Figure 1. PDN straps and rails (run 1).
The bar under the picture is 20 µm long. Pins as bars on the die edge. Tap cells in grey.
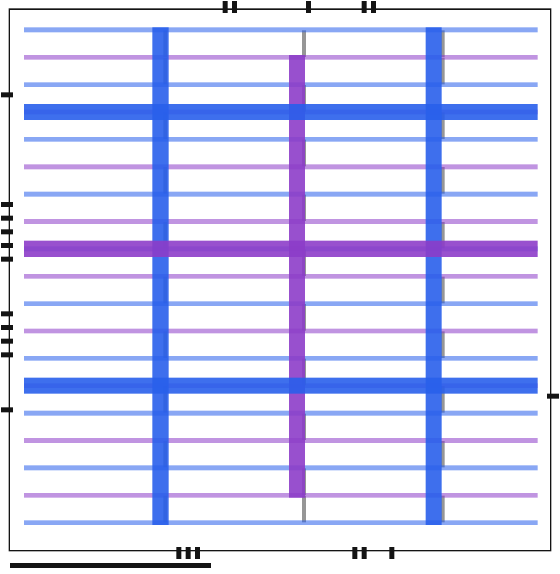
Figure 2. Placement by cell class (run 1).
The bar under the picture is 20 µm long.
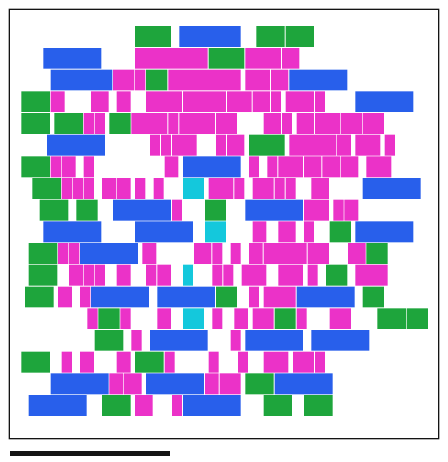
Figure 3. Routed clock nets over the placement (run 1).
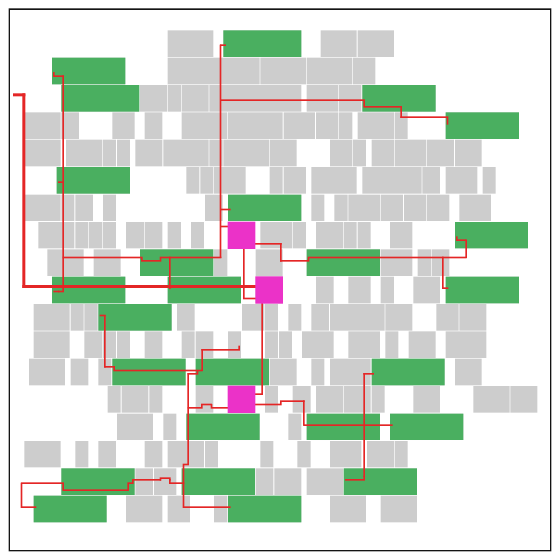
[src/rtl/lfsr_pkg.sv]
// Shared types and helpers for the LFSR sequencer: FSM state encoding,
// the default feedback taps and a width-generic Fibonacci step function.
package lfsr_pkg;

  typedef enum logic [1:0] {
    IDLE = 2'd0,
    LOAD = 2'd1,
    RUN  = 2'd2,
    DONE = 2'd3
  } state_e;

  // x^3 + x^2 + 1, maximal length (period 7) for a 3-bit register
  localparam logic [2:0] TAPS_DEF = 3'b110;

  localparam int unsigned MAX_W = 64;

  // Shift left by one and insert the XOR of the tapped bits at bit 0.
  // Operands are zero-extended to MAX_W so one function serves every WIDTH.
  function automatic logic [MAX_W-1:0] lfsr_next(
    input logic [MAX_W-1:0] cur,
    input logic [MAX_W-1:0] taps,
    input int unsigned      width
  );
    logic [MAX_W-1:0] mask;
    logic             fb;
    mask = (width >= MAX_W) ? '1 : ((MAX_W'(1) << width) - MAX_W'(1));
    fb   = ^(cur & taps & mask);
    return ((cur << 1) | MAX_W'(fb)) & mask;
  endfunction

endpackage

[src/rtl/lfsr_core.sv]
// Fibonacci LFSR shift register. A load takes priority over a step, and the
// register holds its value when neither is asserted.
module lfsr_core
  import lfsr_pkg::*;
#(
  parameter int               WIDTH     = 3,
  parameter logic [WIDTH-1:0] TAPS      = WIDTH'(TAPS_DEF),
  parameter logic [WIDTH-1:0] RESET_VAL = WIDTH'(1)
) (
  input  logic             clk,
  input  logic             rst,
  input  logic             load,
  input  logic [WIDTH-1:0] load_val,
  input  logic             step,
  output logic [WIDTH-1:0] q
);

  logic [WIDTH-1:0] q_q;
  logic [WIDTH-1:0] q_d;
  logic [WIDTH-1:0] step_val;

  assign step_val = WIDTH'(lfsr_next(MAX_W'(q_q), MAX_W'(TAPS), WIDTH));

  always_comb begin
    q_d = q_q;
    if (load) begin
      q_d = load_val;
    end else if (step) begin
      q_d = step_val;
    end
  end

  always_ff @(posedge clk) begin
    if (rst) begin
      q_q <= RESET_VAL;
    end else begin
      q_q <= q_d;
    end
  end

  assign q = q_q;

endmodule

[src/rtl/lfsr_seq_ctrl.sv]
// Run-length sequencer around lfsr_core: config registers, FSM and beat counter.
// Optional feature LFSR_CTRL_WRAP_EN adds a registered 'wrap' period marker.
module lfsr_seq_ctrl
  import lfsr_pkg::*;
#(
  parameter int               WIDTH    = 3,
  parameter logic [WIDTH-1:0] TAPS     = WIDTH'(TAPS_DEF),
  parameter int               CNT_W    = 8,
  parameter logic [WIDTH-1:0] SEED_DEF = WIDTH'(1)
) (
  input  logic             clk,
  input  logic             rst,
  input  logic             cfg_we,
  input  logic [WIDTH-1:0] cfg_seed,
  input  logic [CNT_W-1:0] cfg_len,
  input  logic             start,
  output logic             busy,
  output logic             done,
  output logic             out_valid,
  input  logic             out_ready,
  output logic [WIDTH-1:0] out_data,
  output logic             lockup_err
`ifdef LFSR_CTRL_WRAP_EN
  ,
  output logic             wrap
`endif
);

  state_e           state_q, state_d;
  logic [WIDTH-1:0] seed_q, seed_d;
  logic [CNT_W-1:0] len_q, len_d;
  logic [CNT_W-1:0] rem_q, rem_d;
  logic             lockup_q, lockup_d;
  logic             beat;
  logic             lfsr_load;
  logic [WIDTH-1:0] lfsr_q;

  lfsr_core #(
    .WIDTH     (WIDTH),
    .TAPS      (TAPS),
    .RESET_VAL (SEED_DEF)
  ) u_core (
    .clk      (clk),
    .rst      (rst),
    .load     (lfsr_load),
    .load_val (seed_q),
    .step     (beat),
    .q        (lfsr_q)
  );

  // An all-zero seed would lock the LFSR, so it is replaced by 1 and flagged.
  always_comb begin
    state_d   = state_q;
    seed_d    = seed_q;
    len_d     = len_q;
    rem_d     = rem_q;
    lockup_d  = lockup_q;
    busy      = 1'b0;
    done      = 1'b0;
    out_valid = 1'b0;
    lfsr_load = 1'b0;
    beat      = 1'b0;
    case (state_q)
      IDLE: begin
        if (cfg_we) begin
          len_d = cfg_len;
          if (cfg_seed == '0) begin
            seed_d   = WIDTH'(1);
            lockup_d = 1'b1;
          end else begin
            seed_d = cfg_seed;
          end
        end
        if (start) begin
          state_d = (len_q != '0) ? LOAD : DONE;
        end
      end
      LOAD: begin
        busy      = 1'b1;
        lfsr_load = 1'b1;
        rem_d     = len_q;
        state_d   = RUN;
      end
      RUN: begin
        busy      = 1'b1;
        out_valid = 1'b1;
        beat      = out_ready;
        if (out_ready) begin
          rem_d = rem_q - CNT_W'(1);
          if (rem_q == CNT_W'(1)) begin
            state_d = DONE;
          end
        end
      end
      DONE: begin
        done    = 1'b1;
        state_d = IDLE;
      end
      default: begin
        state_d = IDLE;
      end
    endcase
  end

  always_ff @(posedge clk) begin
    if (rst) begin
      state_q  <= IDLE;
      seed_q   <= SEED_DEF;
      len_q    <= '0;
      rem_q    <= '0;
      lockup_q <= 1'b0;
    end else begin
      state_q  <= state_d;
      seed_q   <= seed_d;
      len_q    <= len_d;
      rem_q    <= rem_d;
      lockup_q <= lockup_d;
    end
  end

  assign out_data   = lfsr_q;
  assign lockup_err = lockup_q;

`ifdef LFSR_CTRL_WRAP_EN
  // A beat whose successor equals the seed closes one full period.
  logic [WIDTH-1:0] lfsr_nx;
  logic             wrap_q;

  assign lfsr_nx = WIDTH'(lfsr_next(MAX_W'(lfsr_q), MAX_W'(TAPS), WIDTH));

  always_ff @(posedge clk) begin
    if (rst) begin
      wrap_q <= 1'b0;
    end else begin
      wrap_q <= beat && (lfsr_nx == seed_q);
    end
  end

  assign wrap = wrap_q;
`endif

endmodule

[config.mk]
export PLATFORM = sky130hd
export DESIGN_NAME = lfsr_seq_ctrl
export DESIGN_NICKNAME = d
export VERILOG_FILES = /design/src/rtl/lfsr_pkg.sv /design/src/rtl/lfsr_core.sv /design/src/rtl/lfsr_seq_ctrl.sv
export SDC_FILE = /design/constraint.sdc
export NUM_CORES = 1
export LEC_CHECK = 0
export CORE_UTILIZATION = 46
export CTS_CLUSTER_DIAMETER = 200
export DETAILED_ROUTE_END_ITERATION = 16
export PLACE_DENSITY = 0.75
export SKIP_CTS_REPAIR_TIMING = 1
export SLEW_MARGIN = 40
export SYNTH_ARGS = -nofsm -noshare
export SYNTH_HDL_FRONTEND = slang
export SYNTH_SLANG_ARGS = --single-unit
[constraint.sdc]
create_clock -name clk -period 1.6 [get_ports clk]
set_input_delay 0.16 -clock clk [delete_from_list [all_inputs] [get_ports clk]]
set_output_delay 0.16 -clock clk [all_outputs]
set_load 0.005 [all_outputs]
==> reports/results.tsv, run 1 <==
stage	metric	value	unit
status	status	finished, final reports clean	
critical_path	path_delay_family	simple AND/OR/NAND/NOR gates	
critical_path	regToRegSetupSlack	0.07	ns
critical_path	arrival	1.77	ns
grt	grt_max_degree	27	
min_path	min_path_type	in -> reg	
finish	reg_top3	len_q x8, rem_q x8	
yosys	ys_ff	25	
floorplanning	ioPinCount	23	
min_path	hold_end	len_q[6]	
finish	comb.multi_input.count	114	
power	p_leak	0.668	nW
detailed_routing	routed.top_layer	met4	
yosys	xor_share	2.14	%
yosys	ys_warn_count	0	
finish	num_antenna_cells	0	
critical_path	crit_start	rem_q[4]	
yosys	top_area_cell	dfxtp_1	
floorplanning	fp_util	49.1	%
finish	buffers	34	
power	p_clk	284	µW
clocking	clk_pin_slew	0.14	ns
final_timing	fin_setup_tns	0	ns
critical_path	reg2reg_depth	3	
final_timing	fmax	654	MHz
yosys	edf_count	0	
finish	n_fill_cell	211	
yosys	netlist.area_leader.share	40.8	%
finish	layout.cells.non_filler	214	
yosys	ys_sh_simple	25.2	%
finish	design_area	1640	µm²
placement	place_inst	210	
final_timing	slew_violations	0	
detailed_routing	first_iter_violations	41	
finish	nNonClkInverters	7	
clocking	cts_buffers	3	
finish	layout.area.seq	503	µm²
final_timing	hold_violations	0	
grt	busiest_layer	met2	
yosys	top_cells_by_count	32 x nand2_1, 25 x dfxtp_1, 16 x a21oi_1, 11 x nor2_1	
finish	comb_area_share	44.3	%
yosys	syn_nets	175	
clocking	cts_max_level	1	
power	p_seq	949	µW
finish	nets	208	
grt	grt_pass1_wl	4920	µm
final_timing	min_period	1.53	ns
final_timing	tightestPinTransition	0.369	ns
power	comb_power_share	55.9	%
detailed_routing	wirelength	2950	µm
critical_path	worstPathRequired	1.84	ns
finish	syn2layout_area_growth	33.3	%
yosys	async_reset_ff_share	0	%
final_timing	hold_ws	0.370	ns
yosys	ys_sh_adder	7.14	%
yosys	yosysSeqAreaShare	40.8	%
power	power_leader	combinational logic	
placement	placed_area	1550	µm²
finish	fin_util	65.5	%
finish	final-nonclk-buf-share	19.4	%
final_timing	setup_viol	0	
finish	dominant_cells	multi-input combinational cells	
yosys	synth.distinct_cells	35	
detailed_routing	vias	1186	
critical_path	cp_slowest_cell	or4_4	
min_path	holdCritStartpoint	cfg_len[6]	
yosys	ys_area	1230	µm²
job	warning_count	31	
job	max_cap_violations	0	
finish	drive_gt1_share	15.2	%
yosys	ys_top_cells_by_area	dfxtp_1 41%, nand2_1 9.8%, ha_1 7.1%, a21oi_1 6.5%, nor2_1 3.4%	
critical_path	path_cells	or4_4 -> or3_1 -> a311oi_1	
finish	sh_seq_area	30.7	%
finish	clkCellAreaFrac	1.61	%
yosys	synth_top_flop_cell	dfxtp_1	
detailed_routing	wl_met3	127	µm
finish	layout_top_cell	nand2_1	
critical_path	setup.worst_path.end	rem_q[6]	
clocking	cts_root_buf	clkbuf_4	
grt	gr-total-overflow	0	
min_path	hold_path_depth	3	
yosys	most_common_cell	nand2_1	
grt	grt_pass1_vias	1153	
placement	dp_hpwl	2290	µm
critical_path	startpoint_type	flop	
finish	clkbuf_count	4	
detailed_routing	wl_met2	1460	µm
finish	flops	25	
clocking	cts_tree	done	
critical_path	worst_setup_path_end_kind	flop	
yosys	yosysCellCount	152	
detailed_routing	post_drt_wl_per_cell	13.8	µm
grt	grt_util_met3	2.82	%
grt	antenna_found_initial	0	
grt	met1_usage	29.5	%
yosys	syn_avg_cell_area	8.08	µm²
yosys	synthCells	152	
yosys	ys_sh_mux	0	%
grt	track_usage	23.6	%
power	p_sw	1.12	mW
floorplanning	dieArea	2880	µm²
detailed_routing	drt-met1-wl	1340	µm
About Figure 1:
Key: purple = VDD; blue = VSS
3 straps on met4. 30 tap cells.
Peak VDD IR: 0.952 mV
die height: 53.7 µm
die width: 53.7 µm

About Figure 2:
Key: green = other buffers and delay cells [cells 34]; magenta = all other logic [cells 121]; blue = flip-flops [cells 25]; cyan = clock drivers and dummy loads [cells 4]
Core ar.: 2500 µm²
Site Rows: 18

About Figure 3:
Key: magenta = cells driving clock nets [count 3]; red = clock wires [length 290 µm]; green = flip-flops [count 25]
Position of the flops: widely spread. There are 4 routed clock nets.
Setup Skew: 0.0115 ns
clock power share: 10.1%
clk latency late pin: 0.32 ns

==> run 2, diff against run 1 <==
Settings changed: GPL_ROUTABILITY_DRIVEN from default to 0.
Figure 4. Routed clock nets over the placement (run 2).
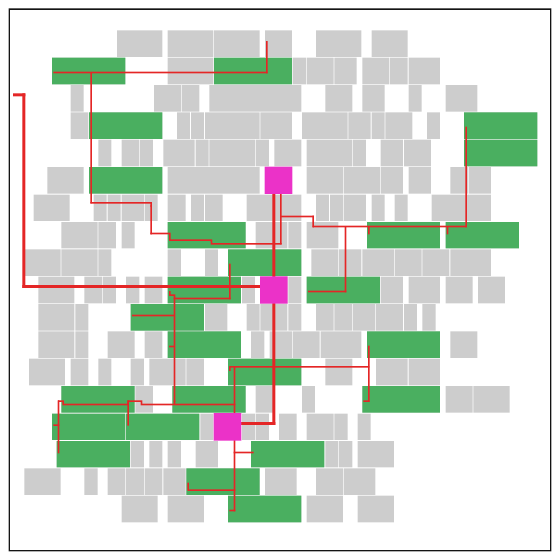
Key: magenta = cells driving clock nets [count 3]; red = clock wires [length 276 µm]; green = flip-flops [count 25]
Position of the flops: widely spread. There are 4 routed clock nets.
clock power share: 10.3%
Clock group: 291 µW
Setup Skew: 0.00736 ns

Figure 5. Routing congestion (run 2).
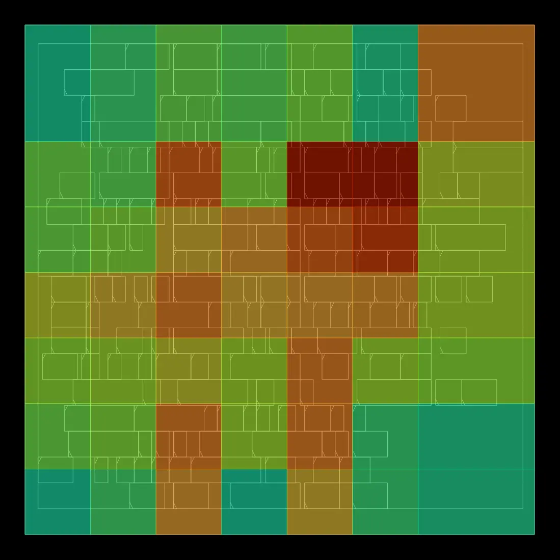
GRT busiest layer: met2
routed len/inst: 14.0 µm
met2 Usage GRT: 38.5%
Total Routing Usage GR: 22.6%

==> run 2 against run 1 <==
Sequential cell count stayed put. Via count grew 1.5%. Setup slack got worse by 0.029 ns. Global-route usage decreased by 0.95 points. Cell count increased by 0.47%. Sequential share of layout area fell by 0.11 points. Largest power group unchanged. Clock power up 2%. Highest routed layer unchanged.
==> reports/results.tsv, run 2 <==
stage	metric	value	unit	change
final_timing	hold_violations	0		unchanged
grt	grt_util_met3	3.11	%	+0.28 points
final_timing	hold_ws	0.361	ns	-0.00963 ns
final_timing	post-route-period-util	97.3	%	
power	p_sw	1.15	mW	+2.7%
floorplanning	tapCellCount	30		
yosys	ys_warn_count	0		unchanged
power	p_per_area	1730	nW/µm²	
yosys	ys_sh_mux	0	%	unchanged
finish	dominant_cells	multi-input combinational cells		
critical_path	r2r_end	rem_q[1]		
power	comb_power_share	55.9	%	about the same
job	max_cap_violations	0		unchanged
finish	comb_area_share	43.9	%	-0.42 points
finish	nNonClkInverters	7		unchanged
finish	final-nonclk-buf-share	19.8	%	+0.34 points
yosys	ys_top_cells_by_area	dfxtp_1 41%, nand2_1 9.8%, ha_1 7.1%, a21oi_1 6.5%, nor2_1 3.4%		
finish	nets	209		+0.48%
power	power.total	2.84	mW	
grt	gr-total-overflow	0		unchanged
critical_path	timing.rr.start	state_q[0]		
yosys	synth_top_flop_cell	dfxtp_1		
critical_path	setup.worst_path.end	rem_q[1]		
detailed_routing	vias	1204		+1.5%
yosys	ys_ff	25		unchanged
critical_path	max_stage_delay	0.38	ns	
yosys	netlist.area_leader.share	40.8	%	unchanged
yosys	syn_nets	175		unchanged
min_path	holdCritStartpoint	cfg_len[1]		
finish	layout_top_cell	nand2_1		
job	warning_count	32		+3.2%
floorplanning	fp-row-count	18		unchanged
detailed_routing	drc	0		
placement	placed_area	1550	µm²	-0.48%
grt	grt_pass1_wl	4690	µm	-4.6%
critical_path	crit_start	state_q[0]		
finish	syn2layout_area_growth	34.1	%	
placement	post-place-ws	-0.0366	ns	
finish	reg_top3	len_q x8, rem_q x8		
finish	drive_gt1_share	16.2	%	+1.0 points
yosys	most_common_cell	nand2_1		
critical_path	path_cells	inv_2 -> ha_4 -> buf_4 -> nand2b_1 -> nand2_1 -> nor2_1 -> a2111oi_0		
critical_path	startpoint_type	flop		
yosys	top_cells_by_count	32 x nand2_1, 25 x dfxtp_1, 16 x a21oi_1, 11 x nor2_1		
yosys	edf_count	0		unchanged
finish	final_cell_mix	32 x nand2_1, 22 x dfxtp_1, 19 x clkdlybuf4s50_1, 16 x a21oi_1, 13 x buf_4		
critical_path	reg2reg_depth	7		+4
final_timing	setup_viol	0		unchanged
yosys	ys_sh_adder	7.14	%	unchanged
yosys	syn_area	1230	µm²	
power	pg_comb	1.59	mW	
grt	antenna_found_initial	0		unchanged
floorplanning	fp.dieH	53.7	µm	unchanged
power	power_leader	combinational logic		
grt	grt_max_degree	27		unchanged
critical_path	path_class	reg -> reg		
min_path	hold_end	len_q[1]		
min_path	min_path_type	in -> reg		
finish	comb.multi_input.count	114		unchanged
final_timing	fmax	642	MHz	-1.9%
critical_path	arrival	1.77	ns	about the same
detailed_routing	wl_met2	1450	µm	-0.27%
yosys	synthCells	152		unchanged
yosys	ys_sh_aoi	20.8	%	
finish	fin_util	65.9	%	+0.40 points
finish	layout.area.seq	504	µm²	+0.25%
yosys	yosysCellCount	152		unchanged
grt	grt_pass1_vias	1107		-4.0%
clocking	clk_pin_slew	0.14	ns	about the same
floorplanning	ioPinCount	23		unchanged
critical_path	critical_path_buf_inv_count	2		
yosys	syn_avg_cell_area	8.08	µm²	unchanged
finish	buffers	35		+2.9%
finish	num_antenna_cells	0		unchanged
final_timing	tightestPinTransition	0.499	ns	+0.130 ns
power	p_leak	0.674	nW	+0.88%
critical_path	regToRegSetupSlack	0.04	ns	-0.03 ns
finish	layout.cells.non_filler	215		+0.47%
placement	place_inst	209		-0.48%
yosys	xor_share	2.14	%	unchanged
grt	met1_usage	27.4	%	-2.1 points
yosys	topCombFamilyByArea	simple AND/OR/NAND/NOR gates		
floorplanning	fp.dieW	53.7	µm	unchanged
detailed_routing	routed.top_layer	met4		
final_timing	slew_violations	0		unchanged
critical_path	path_delay_family	simple AND/OR/NAND/NOR gates		
finish	clkCellAreaFrac	1.82	%	+0.22 points
detailed_routing	wl_met3	156	µm	+23%
floorplanning	fp_util	49.1	%	unchanged
clocking	cts_tree	done		
critical_path	cp_slowest_cell	dfxtp_2		
detailed_routing	drt-met1-wl	1340	µm	about the same
finish	design_area	1650	µm²	+0.61%
final_timing	min_period	1.56	ns	+0.0289 ns
power	sw_frac_of_total	40.6	%	
finish	flops	25		unchanged
detailed_routing	first_iter_violations	19		-54%
yosys	ys_area	1230	µm²	unchanged
critical_path	crit_path_max_fanout	6		
detailed_routing	wirelength	3010	µm	+2.2%
final_timing	fin_setup_tns	0	ns	unchanged
yosys	top_area_cell	dfxtp_1		
finish	n_fill_cell	204		-3.3%
floorplanning	dieArea	2880	µm²	unchanged
clocking	clkLatencyLatePin	0.32	ns	about the same
status	status	finished, final reports clean		
placement	dp_hpwl	2160	µm	-5.7%
yosys	async_reset_ff_share	0	%	unchanged
yosys	yosysSeqAreaShare	40.8	%	unchanged
detailed_routing	dr.pass1.iters	5		
min_path	hold_path_depth	3		unchanged
floorplanning	coreArea	2500	µm²	unchanged
clocking	cts_buffers	3		unchanged
clocking	cts_root_buf	clkbuf_4		
critical_path	worstPathRequired	1.82	ns	-0.02 ns
yosys	ys_sh_simple	25.2	%	unchanged
final_timing	slew_headroom	66.3	%	
clocking	cts_max_level	1		unchanged
yosys	synth.distinct_cells	35		unchanged
power	p_seq	962	µW	+1%
critical_path	worst_setup_path_end_kind	flop		
clocking	cts.sinks	25		
finish	sh_seq_area	30.6	%	-0.11 points
finish	clkbuf_count	3		-1
Figure 6. PDN straps and rails (run 2).
The bar under the picture is 20 µm long. Pins as bars on the die edge. Tap cells in grey.
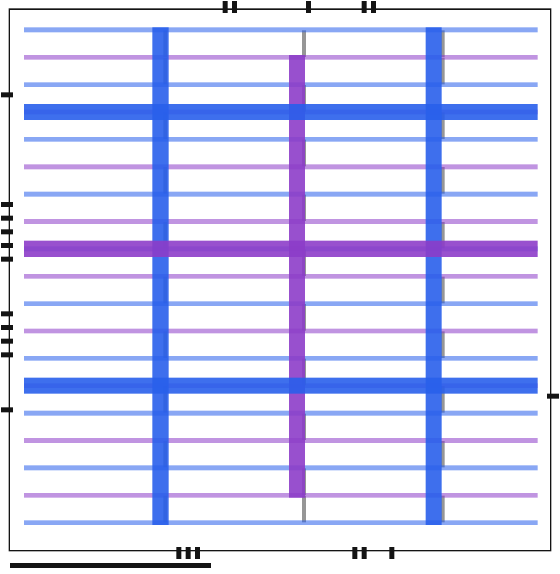
Key: purple = VDD; blue = VSS
3 straps on met4. 19 met1 rails follow the rows. 3 straps on met5. The core has 18 rows. 30 tap cells.
Peak VDD IR: 1.04 mV

Power figures rest on the tool's default switching activity, not on a simulated workload.
